Design ram_blk_sp_ctrl, sky130hd; sources not shown.
Fig. 1: run 1, cell placement
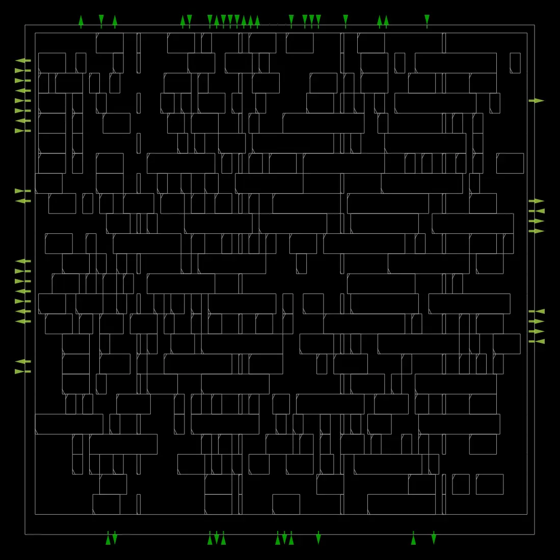
fraction of area in registers: 36.8%
Filler Cell Count: 501
# Taps: 52
Non-Filler Instances: 284

Fig. 2: run 1, sizing map
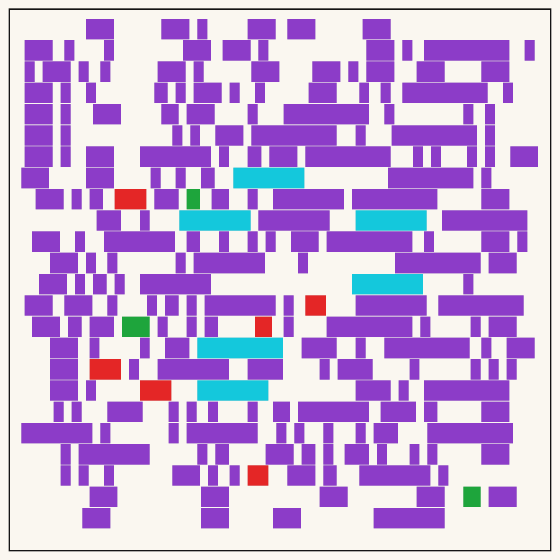
- x1 and smaller: purple (cells 217; share 94%; most used nand2_1)
- x3 and x4: red (cells 6; share 2.6%)
- x2: green (cells 3; share 1.3%)
- x6 and larger: cyan (cells 6; share 2.6%; most used clkbuf_16)
Worst Slack Setup Final: 0.613 ns
Layout Cell Area excl Fill: 2330 um^2

Fig. 3: run 1, nets reached from selected ports
The bar under the picture is 20 um long.
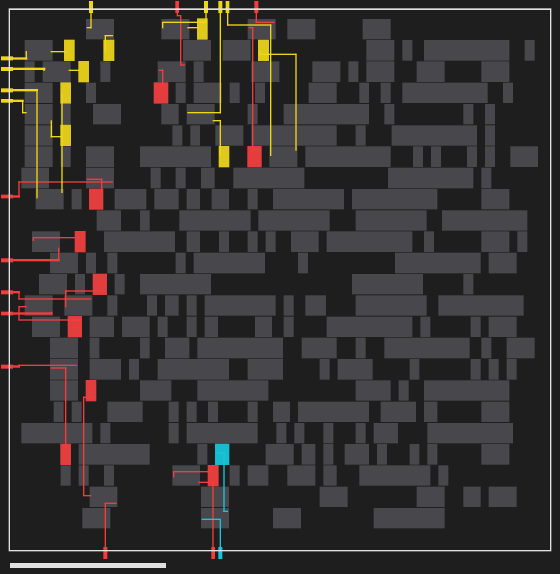
- clear: cyan (direction input; edge bottom; end cells 1; buffers 1; wire 14.7 um)
- req_wr_data: yellow (direction input; edge 4 left, 4 top; end cells 8; buffers 8; wire 124 um)
- ram_addr: red (direction output; edge 5 left, 2 bottom, 2 top; end cells 9; buffers 9; wire 153 um)
number of buffer cells added on primary ports: 59
count of pins on the block boundary: 60

==> ci_impl_report.md, run 1 <==
### Flow metrics

| Metric | Value |
|---|---|
| Setup TNS | 0 ns |
| Number of warnings printed during yosys synthesis | 0 |
| Type of the tightest min-delay check | input port to asynchronous set/reset pin |
| Proportion of layout cells with a drive suffix above 1 | 6.47% |
| Switching component of the power | 803 uW |
| Post-synthesis sequential area ratio | 55.9% |
| Sequential share of power | 29.8% |
| Routed wire per std cell | 13.1 um |
| Reg2Reg Depth | 6 |
| Total number of warnings across the stage logs | 26 |
| Via density per instance | 4.62 |
| Number of cells in Yosys stat | 169 |
| Most area-hungry cell type in the Yosys netlist | sky130_fd_sc_hd__edfxtp_1 |
| Final Critical Period | 2.61 ns |
| Number of clock buffers inserted by TritonCTS | 5 |
| Status | finished clean |
| Chip Height | 69.1 um |
| Endpoint required time on the critical path | 2.70 ns |
| Post-CTS Setup Repair Bufs | 0 |
| Chip area | 4770 um^2 |
| Register-to-register path setup slack | 1.57 ns |
[run 1: placed cells by master (no fill, tap or decap)]
master and count:
sky130_fd_sc_hd__clkinv_1 2, sky130_fd_sc_hd__nand3_2 1, sky130_fd_sc_hd__edfxtp_1 16, sky130_fd_sc_hd__nand2_1 72
sky130_fd_sc_hd__o21ai_0 6, sky130_fd_sc_hd__clkbuf_16 5, sky130_fd_sc_hd__nor3_1 1, sky130_fd_sc_hd__nand4_1 3
sky130_fd_sc_hd__nand3_1 4, sky130_fd_sc_hd__clkdlybuf4s50_1 59, sky130_fd_sc_hd__o21ai_1 1, sky130_fd_sc_hd__xor2_1 5
sky130_fd_sc_hd__nand2_4 1, sky130_fd_sc_hd__inv_1 23, sky130_fd_sc_hd__nor2_1 2, sky130_fd_sc_hd__nor2_4 2
sky130_fd_sc_hd__inv_4 1, sky130_fd_sc_hd__clkinv_2 1, sky130_fd_sc_hd__dfrtp_1 15, sky130_fd_sc_hd__or2_2 1
sky130_fd_sc_hd__xnor2_1 1, sky130_fd_sc_hd__ha_1 6, sky130_fd_sc_hd__bufinv_16 1, sky130_fd_sc_hd__a21oi_1 1
sky130_fd_sc_hd__buf_4 2
[run 1: layout make-up]
cell class	count	area (um^2)
fill	501	2030
multi-input combinational	107	539
clock inverter	3	38.8
timing repair buffer	61	606
tap	52	65.1
sequential	31	856
clock buffer	5	125
inverter	25	96.3
[run 1: routing by layer]
| metal | share of wire, % | wire length [um] | vias up |
|---|---|---|---|
| met3 | 3.6 | 134 | 4 |
| met5 | 0 | 0 | - |
| li1 | - | - | 649 |
| met4 | 0.78 | 29 | 0 |
| met1 | 38 | 1420 | 626 |
| met2 | 57 | 2130 | 34 |
==> run 2: changes to the inputs <==
--- a/config.mk
+++ b/config.mk
@@ -9,7 +9,7 @@
 export CELL_PAD_IN_SITES_DETAIL_PLACEMENT = 1
 export CELL_PAD_IN_SITES_GLOBAL_PLACEMENT = 1
 export CORE_MARGIN = 1
-export CORE_UTILIZATION = 34
+export CORE_UTILIZATION = 31
 export CTS_BUF_LIST = sky130_fd_sc_hd__clkbuf_16
 export CTS_CLUSTER_DIAMETER = 50
 export CTS_CLUSTER_SIZE = 40
==> constraint.sdc (replaced) <==
create_clock -name clk -period 2.45 [get_ports clk]
set_clock_uncertainty 0.2 [all_clocks]
set_input_delay 0.245 -clock clk [delete_from_list [all_inputs] [get_ports clk]]
set_output_delay 0.245 -clock clk [all_outputs]
set_load 0.05 [all_outputs]
Fig. 4: run 2, sizing map
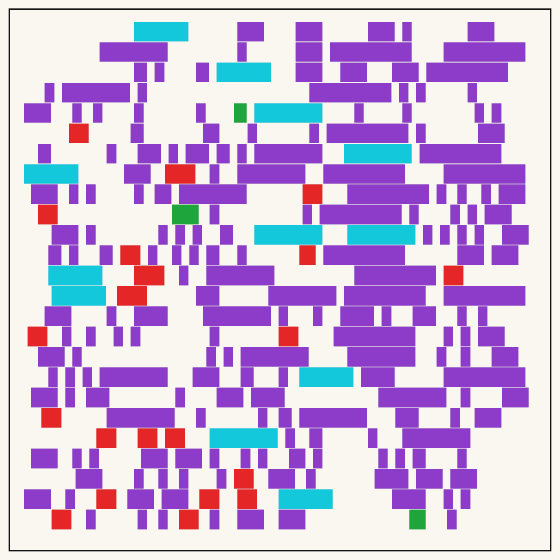
- x1 and smaller: purple (cells 198; share 85%; most used nand2_1)
- x2: green (cells 3; share 1.3%)
- x6 and larger: cyan (cells 12; share 5.1%; most used buf_12)
- x3 and x4: red (cells 21; share 9.0%; most used buf_4)
synthesis-to-finish area growth: 54.9%
Layout Cell Area excl Fill: 2370 um^2
number of buffers outside the clock class in the layout: 63

Fig. 5: run 2, cell placement
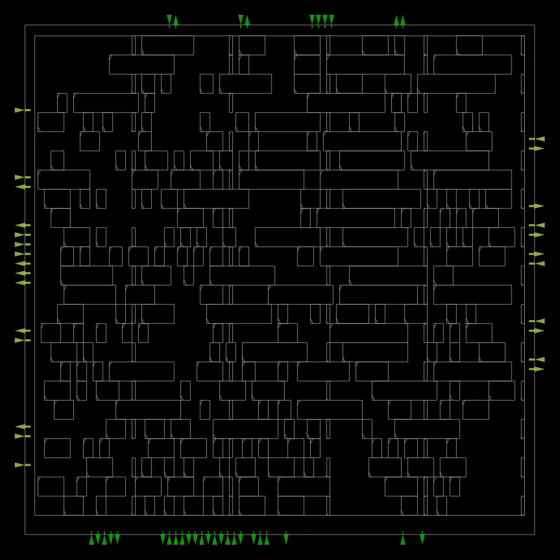
core area: 4720 um^2
Row Count: 25
# Taps: 67
Filler Cell Count: 531
layout sequential cell count: 31

==> run 2 against run 1 <==
Via count fell by 0.76%. Hold slack got worse by 0.062 ns. Power rose by 31%. Global-route usage fell by 0.50 points. Wire length rose by 3.2%. First-iteration DRC count fell by 7.9%. Combinational power rose by 45%. Register-to-register slack got worse by 0.76 ns. Clock-buffer cell count did not move. Sequential share of layout area fell by 0.70 points. Area after synthesis did not move. Critical path type unchanged. Highest routed layer unchanged.
==> ci_impl_report.md, run 2 <==
### Flow metrics

| Metric | Value |
|---|---|
| Total number of warnings across the stage logs | 26 |
| Max stage delay on crit path | 0.79 ns |
| Post-Synthesis Cell Area | 1530 um^2 |
| Proportion of layout cells with a drive suffix above 1 | 15.4% |
| Final Critical Period | 2.21 ns |
| CP Class | flop to output port |
| Top cell type by instance count after synthesis | sky130_fd_sc_hd__nand2_1 |
| Status | finished clean |
| Commonest non-fill, non-tap cells in the layout | sky130_fd_sc_hd__nand2_1, sky130_fd_sc_hd__clkdlybuf4s50_1, sky130_fd_sc_hd__inv_1 |
| Number of clock buffers inserted by TritonCTS | 5 |
| Initial antenna violation count | 0 |
| Commonest Layout Cell | sky130_fd_sc_hd__nand2_1 |
| Type of the tightest min-delay check | input port to asynchronous set/reset pin |
| Number of warnings printed during yosys synthesis | 0 |
| Final estimated routing congestion in global placement | 0.708 |
| Netlist cell types | 23 |
| Routed wire per std cell | 12.7 um |
| Post-CTS Setup Repair Bufs | 0 |
| Synth flops | 31 |
| Number of pins with negative max-slew slack in the final report | 0 |
| Number of cells in Yosys stat | 169 |
| Setup TNS | 0 ns |
| Most area-hungry cell type in the Yosys netlist | sky130_fd_sc_hd__edfxtp_1 |
| Via density per instance | 4.33 |
| Post-synthesis sequential area ratio | 55.9% |
| Number of buffer cells added on primary ports | 59 |
| Count of pins on the block boundary | 60 |
| Chip area | 5220 um^2 |
| Endpoint required time on the critical path | 2.01 ns |
| Number of inserted diodes | 0 |
| Chip Height | 72.3 um |
| Non-Filler Instances | 301 |
| Reg2Reg Depth | 6 |
| Register-to-register path setup slack | 0.81 ns |
[run 2: cell counts after synthesis]
No cell type changed its count.
[run 2: cells by family after synthesis]
logic type,after synthesis,share of synthesized area [%]
simple gates,87,24.3
flops,31,55.9
buf+inv,31,8.83
xor+xnor,6,3.43
compound gates,8,2.62
fa+ha+maj,6,4.91
[run 2: power by group]
part	internal (mW)	total (mW)	leakage, nW	switching (mW)
logic	0.467	1.23	0.740	0.767
clock network	0.366	0.574	0.0724	0.208
registers	0.641	0.743	0.329	0.102
total	1.48	2.55	1.14	1.08
[run 2: layout make-up]
cell class,count,area [um^2]
multi-input combinational,107,539
clock inverter,3,12.5
tap,67,83.8
fill,531,2350
inverter,25,96.3
clock buffer,5,125
sequential,31,856
timing repair buffer,63,658
[run 2: layer usage]
metal	vias to the layer above	GRT usage, %	share of wire [%]
li1	648	-	-
met1	619	17.4	39
met2	31	30.0	56
met3	5	4.17	3.7
met4	0	5.66	1.3
met5	-	0	0
[run 2: critical path: cells and delay by family (launching register included)]
family,cells,cell delay [ns]
buffers and inverters,2,0.95
DFF,1,0.39
and+or+nand+nor,2,0.16
[run 2: through the flow]
stage	worst slack (ns)	hold WS, ns
finish	0.240	0.127
global route	0.127	0.173
CTS	0.218	0.134
detailed placement	0.516	0.295
global placement	0.567	0.281
floorplan	0.194	-0.0453
Power and IR drop assume default switching activity.
